## src/rtl/cnn_layer_scheduler.sv

```systemverilog
// cnn_layer_scheduler: steps the conv / max-pool engines through a small
// programmed layer table. Each layer is loaded onto the engine config
// outputs, the selected engine is given a one-cycle enable, and the
// scheduler waits for a rising edge of that engine's picture-finish.
// Optional feature macro: SCHED_TIMEOUT_EN adds a per-layer watchdog that
// gives up after TIMEOUT_CYCLES cycles in WAIT.
module cnn_layer_scheduler #(
    parameter int MEMADDRBIT     = 14,
    parameter int NUM_LAYERS     = 4,
    parameter int TIMEOUT_CYCLES = 1000000
) (
    input  logic                  clk,
    input  logic                  rst,
    input  logic                  cfg_we,
    input  logic [3:0]            cfg_idx,
    input  logic [3:0]            cfg_field,
    input  logic [MEMADDRBIT-1:0] cfg_data,
    input  logic [3:0]            last_layer,
    input  logic                  start,
    input  logic                  abort,
    output logic                  busy,
    output logic                  sched_done,
    output logic                  err,
    output logic [3:0]            cur_layer,
    output logic                  eng_sel,
    output logic                  conv_enable,
    output logic                  pool_enable,
    input  logic                  eng_done,
    output logic [2:0]            step,
    output logic [MEMADDRBIT-1:0] dr,
    output logic [MEMADDRBIT-1:0] dc,
    output logic [MEMADDRBIT-1:0] di,
    output logic [MEMADDRBIT-1:0] dr_out,
    output logic [MEMADDRBIT-1:0] dc_out,
    output logic [MEMADDRBIT-1:0] di_out,
    output logic [MEMADDRBIT-1:0] inaddr,
    output logic [MEMADDRBIT-1:0] outaddr
);

    localparam int IDX_W = (NUM_LAYERS > 1) ? $clog2(NUM_LAYERS) : 1;

    // Elaboration-time sanity checks on the configuration.
    if (NUM_LAYERS < 1 || NUM_LAYERS > 16) begin : g_bad_layers
        $error("NUM_LAYERS must be in 1..16");
    end
    if (TIMEOUT_CYCLES < 2) begin : g_bad_timeout
        $error("TIMEOUT_CYCLES must be at least 2");
    end

    typedef enum logic [2:0] {IDLE, LOAD, ISSUE, WAIT, NEXT} state_t;

    typedef struct packed {
        logic                  typ;      // 0 = conv, 1 = max-pool
        logic [2:0]            step;
        logic [MEMADDRBIT-1:0] dr, dc, di;
        logic [MEMADDRBIT-1:0] dr_out, dc_out, di_out;
        logic [MEMADDRBIT-1:0] inaddr, outaddr;
    } layer_cfg_t;

    state_t     state, state_next;
    layer_cfg_t table_q [NUM_LAYERS];
    layer_cfg_t cfg_q;
    logic [3:0] last_q;
    logic       done_q;
    logic       done_rise;
    logic       tbl_we;

    logic do_start, do_reject, do_load, do_issue, do_advance, do_finish;
    logic do_clear, do_timeout, wd_expired;

    assign done_rise = eng_done && !done_q;
    assign tbl_we    = cfg_we && !busy && ({1'b0, cfg_idx} < 5'(NUM_LAYERS)) && (cfg_field <= 4'd8);

`ifdef SCHED_TIMEOUT_EN
    localparam int TO_W = $clog2(TIMEOUT_CYCLES + 1);
    logic [TO_W-1:0] wd_cnt;

    // Watchdog: cleared on the way into WAIT, counts every cycle spent in WAIT.
    always_ff @(posedge clk) begin
        if (rst)                wd_cnt <= '0;
        else if (state == ISSUE) wd_cnt <= '0;
        else if (state == WAIT)  wd_cnt <= wd_cnt + 1'b1;
    end

    assign wd_expired = (wd_cnt == TO_W'(TIMEOUT_CYCLES - 1));
`else
    assign wd_expired = 1'b0;
`endif

    // State register.
    always_ff @(posedge clk) begin
        if (rst) state <= IDLE;
        else     state <= state_next;
    end

    // Next-state and per-cycle action decode; abort outranks everything else.
    always_comb begin
        // NOTE: every comb output gets a default first so no path can infer a latch.
        state_next = state;
        do_start   = 1'b0;
        do_reject  = 1'b0;
        do_load    = 1'b0;
        do_issue   = 1'b0;
        do_advance = 1'b0;
        do_finish  = 1'b0;
        do_clear   = 1'b0;
        do_timeout = 1'b0;
        if (abort && state != IDLE) begin
            do_clear   = 1'b1;
            state_next = IDLE;
        end else begin
            unique case (state)
                IDLE: begin
                    if (start && !abort) begin
                        if ({1'b0, last_layer} < 5'(NUM_LAYERS)) begin
                            do_start   = 1'b1;
                            state_next = LOAD;
                        end else begin
                            do_reject  = 1'b1;
                        end
                    end
                end
                LOAD: begin
                    do_load    = 1'b1;
                    state_next = ISSUE;
                end
                ISSUE: begin
                    do_issue   = 1'b1;
                    state_next = WAIT;
                end
                WAIT: begin
                    if (done_rise) begin
                        state_next = NEXT;
                    end else if (wd_expired) begin
                        do_clear   = 1'b1;
                        do_timeout = 1'b1;
                        state_next = IDLE;
                    end
                end
                NEXT: begin
                    if (cur_layer == last_q) begin
                        do_finish  = 1'b1;
                        state_next = IDLE;
                    end else begin
                        do_advance = 1'b1;
                        state_next = LOAD;
                    end
                end
                default: state_next = IDLE;
            endcase
        end
    end

    // Table writes, registered engine outputs and status pulses.
    always_ff @(posedge clk) begin
        if (rst) begin
            // NOTE: the layer table is cleared on reset, so it is a loop of
            // flops rather than a RAM; keep NUM_LAYERS small.
            for (int i = 0; i < NUM_LAYERS; i++) table_q[i] <= '0;
            cfg_q       <= '0;
            last_q      <= '0;
            done_q      <= 1'b0;
            busy        <= 1'b0;
            cur_layer   <= '0;
            conv_enable <= 1'b0;
            pool_enable <= 1'b0;
            sched_done  <= 1'b0;
            err         <= 1'b0;
        end else begin
            done_q      <= eng_done;
            conv_enable <= 1'b0;
            pool_enable <= 1'b0;
            sched_done  <= 1'b0;
            err         <= do_reject || do_timeout;

            if (tbl_we) begin
                case (cfg_field)
                    4'd0: begin
                        table_q[cfg_idx[IDX_W-1:0]].typ  <= cfg_data[0];
                        table_q[cfg_idx[IDX_W-1:0]].step <= cfg_data[3:1];
                    end
                    4'd1:    table_q[cfg_idx[IDX_W-1:0]].dr      <= cfg_data;
                    4'd2:    table_q[cfg_idx[IDX_W-1:0]].dc      <= cfg_data;
                    4'd3:    table_q[cfg_idx[IDX_W-1:0]].di      <= cfg_data;
                    4'd4:    table_q[cfg_idx[IDX_W-1:0]].dr_out  <= cfg_data;
                    4'd5:    table_q[cfg_idx[IDX_W-1:0]].dc_out  <= cfg_data;
                    4'd6:    table_q[cfg_idx[IDX_W-1:0]].di_out  <= cfg_data;
                    4'd7:    table_q[cfg_idx[IDX_W-1:0]].inaddr  <= cfg_data;
                    default: table_q[cfg_idx[IDX_W-1:0]].outaddr <= cfg_data;
                endcase
            end

            if (do_start) begin
                last_q    <= last_layer;
                cur_layer <= '0;
                busy      <= 1'b1;
            end
            if (do_load)    cfg_q     <= table_q[cur_layer[IDX_W-1:0]];
            if (do_issue) begin
                conv_enable <= !cfg_q.typ;
                pool_enable <= cfg_q.typ;
            end
            if (do_advance) cur_layer <= cur_layer + 1'b1;
            if (do_finish) begin
                sched_done <= 1'b1;
                busy       <= 1'b0;
            end
            if (do_clear) begin
                busy      <= 1'b0;
                cur_layer <= '0;
                cfg_q     <= '0;
            end
        end
    end

    assign eng_sel = cfg_q.typ;
    assign step    = cfg_q.step;
    assign dr      = cfg_q.dr;
    assign dc      = cfg_q.dc;
    assign di      = cfg_q.di;
    assign dr_out  = cfg_q.dr_out;
    assign dc_out  = cfg_q.dc_out;
    assign di_out  = cfg_q.di_out;
    assign inaddr  = cfg_q.inaddr;
    assign outaddr = cfg_q.outaddr;

endmodule

```

## config.mk

```make
export PLATFORM = sky130hd
export DESIGN_NAME = cnn_layer_scheduler
export DESIGN_NICKNAME = d
export VERILOG_FILES = /design/src/rtl/cnn_layer_scheduler.sv
export SDC_FILE = /design/constraint.sdc
export NUM_CORES = 1
export LEC_CHECK = 0
export CAP_MARGIN = 10
export CELL_PAD_IN_SITES_DETAIL_PLACEMENT = 1
export CELL_PAD_IN_SITES_GLOBAL_PLACEMENT = 2
export CORE_UTILIZATION = 42
export CTS_CLUSTER_DIAMETER = 50
export DETAILED_ROUTE_END_ITERATION = 10
export PLACE_DENSITY_LB_ADDON = 0.25
export SYNTH_ARGS = -nofsm -noshare
export SYNTH_HDL_FRONTEND = slang
export SYNTH_SLANG_ARGS = --single-unit
```

## constraint.sdc

```tcl
create_clock -name clk -period 3.8 [get_ports clk]
set_clock_uncertainty 0.05 [all_clocks]
set_input_delay 0.38 -clock clk [delete_from_list [all_inputs] [get_ports clk]]
set_output_delay 0.38 -clock clk [all_outputs]
set_load 0.05 [all_outputs]
```

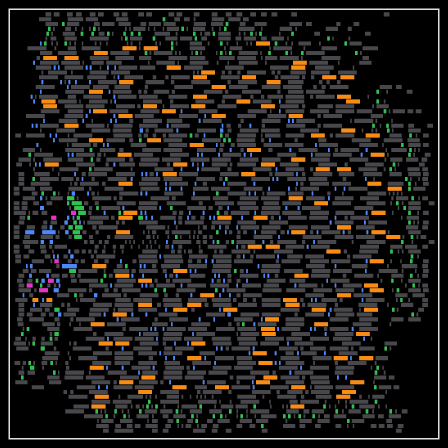
gate_families.png
AND-OR and OR-AND gates -> magenta  # cells 6, where west
multiplexers -> orange  # cells 118, where widely spread
inverting AOI/OAI gates -> green  # cells 163, where widely spread
NOR gates -> blue  # cells 277

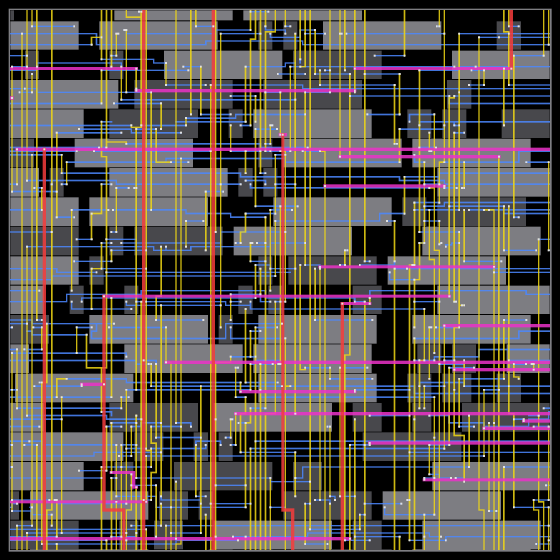
zoom.png
Window x 35 to 85, y 155 to 205 um. Cells in gray, sequential cells in the stronger gray; small squares are vias.
met1 -> blue
met3 -> magenta
met4 -> red
met2 -> yellow
netlist names of flops here include = table_q (36)
most frequent = edfxtp_1 (36), nor2_1 (15)
cells with their middle in the window = 91
sequential cells in the window = 36

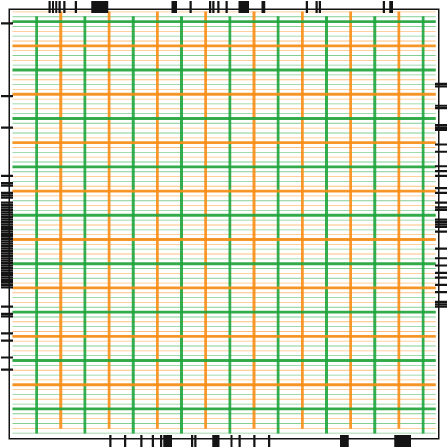
pdn.png
Pins as bars on the die edge.
VDD -> orange
VSS -> green
signal pins = 157
rows = 87
met5 straps = 17
met4 straps = 17

[synth_stat cells, drive strengths merged, types with 3 or more instances]
| master | n |
|---|---|
| buf | 32 |
| xor2 | 4 |
| nand2 | 276 |
| dfxtp | 133 |
| nor2b | 6 |
| and2 | 134 |
| clkbuf | 97 |
| o21ai | 29 |
| inv | 3 |
| or3 | 4 |
| edfxtp | 464 |
| nor4b | 3 |
| a21oi | 119 |
| nor2 | 257 |
| nand4 | 4 |
| a31oi | 7 |
| nor3 | 6 |
| nor4 | 4 |
| mux4 | 116 |
[cell families after synthesis]
family	count (synthesis)
simple gates	706
flops	597
compound gates	169
buf+inv	132
mux	118
xor+xnor	4
fa+ha+maj	1
==> flow_summary_export.csv <==
group,metric,value,unit
logic_synthesis,post_synth_tally_of_flip_flops_with_integrated_enable,464,
route,met3_length,6.829,mm
run,timing.max_cap.violations,0,
min_path,min-delay-start,"eng_done",
final_layout,area_growth_syn_to_layout,21.08,%
clock_network,worst_setup_hold_path_clk_slew,0.06,ns
clock_network,master_cell_of_the_clock_root_buffer,"sky130_fd_sc_hd__clkbuf_16",
final_layout,sh_seq_area,0.5742,
status,outcome,"finished, final reports clean",
power,worst_ir_drop_vdd,0.2785,mV
power,net-switching-power,3.233,mW
clock_network,cts_buffers,69,
global_routing,antenna_found_initial,11,
global_routing,grt_start_max_net_pins,120,
worst_setup_path,timing.critical_path.depth,4,
floorplanning,die_height,240.5,um
sta,fmax,0.3638,GHz
worst_setup_path,timing.critical_path.arrival,3.12,ns
logic_synthesis,topCombFamilyByArea,"simple AND/OR/NAND/NOR gates",
worst_setup_path,setup.worst_path.end,"table_q[1][16]",
global_routing,global_routing_usage_on_met2,0.4353,
final_layout,bufAreaShareNonClock,0.08075,
clock_network,post_cts.repair.setup_buffers,0,
power,intPower,11.45,mW
final_layout,num-fill-cells,5575,
logic_synthesis,synthesis.area_per_instance,13.83,um^2
route,topRoutingLayerUsed,"met5",
clock_network,tritoncts,"yes",
final_layout,layout.non_clock_inverters,3,
final_layout,layout.area.top_class,"flip-flops and latches",
worst_setup_path,critical_path.max_fanout,14,
logic_synthesis,synthesized_area_fraction_occupied_by_and_or_nand_nor_cells,0.1316,
floorplanning,number_of_tap_instances,756,
global_routing,first_pass_grt_wire_length,111.8,mm
power,report.power.total,14.68,mW
place,buffer_ports.inserted,156,
sta,clock_period_minus_final_worst_setup_slack,2.749,ns
global_routing,global_route.usage.met3,0.06028,
global_routing,gr-total-overflow,0,
final_layout,post_layout_nonfiller_instances,2733,
final_layout,num-clock-buffers,100,
logic_synthesis,post_synth_num_cell_types,49,
min_path,hold_path.class,"primary input to flip-flop",
clock_network,ctsResizeCount,0,
logic_synthesis,synthDominantCellAreaShare,0.5835,
floorplanning,core_area,56280,um^2
worst_setup_path,worst-endpoint-required,4.17,ns
route,detail_route.wirelength,77.66,mm
final_layout,final_net_count,1958,
min_path,whs_path_depth,2,
worst_setup_path,r2r_slack,1.05,ns
logic_synthesis,yosys_area,23880,um^2
floorplanning,floorplan.initialDensity,0.4243,
final_layout,drive_gt1_frac,0.1690,
final_layout,stdcell_area,28910,um^2
final_layout,registers.top_by_ff_count,"table_q",
global_routing,groute.layer.met1.usage,0.3781,
final_layout,final.signal_buffer_count,256,
final_layout,multi_input_comb_area,6797,um^2
sta,max_slew_margin,0.1998,
final_layout,final-clk-cell-share,0.07677,
worst_setup_path,reg2regPathDepth,4,
sta,hold_slack,0.3599,ns
sta,slew_viol_final,0,
logic_synthesis,post_synthesis_instance_area,23880,um^2
final_layout,largest_reg_flops,464,
sta,hold_viol,0,
sta,setup_total_negative_slack,0,ns
place,place_area,26690,um^2
final_layout,layout_top_cell,"sky130_fd_sc_hd__edfxtp_1",
route,drt-initial-drc-count,1615,
route,met2RoutedLength,36.55,mm
route,met1_length,31.83,mm
global_routing,groute.usage.overall,0.2761,
route,post-route-drc-count,0,
logic_synthesis,synthAoiAreaFrac,0.03804,
floorplanning,floorplan.die.width,240.5,um
place,place.detailed.hpwl,49.50,mm
logic_synthesis,largest_cells_by_area,"sky130_fd_sc_hd__edfxtp_1, sky130_fd_sc_hd__dfxtp_1, sky130_fd_sc_hd__mux4_2",
power,clock_power_share,0.445,
clock_network,clock-sinks,597,
power,seq_group,7.42,mW
logic_synthesis,synth.net_count,1760,
logic_synthesis,postSynth.asyncResetShare,0,
global_routing,grt_most_used_layer,"met2",
final_layout,post-route-util,0.5138,
worst_setup_path,critical_path.top_delay_family,"simple AND/OR/NAND/NOR gates",
power,p_leak,9.677,nW
route,post_drt_wl_per_cell,28.42,um
power,clock_network_power,6.54,mW
route,routed-via-count,15390,
No activity file was given, so power comes from the tool's default toggle rates.
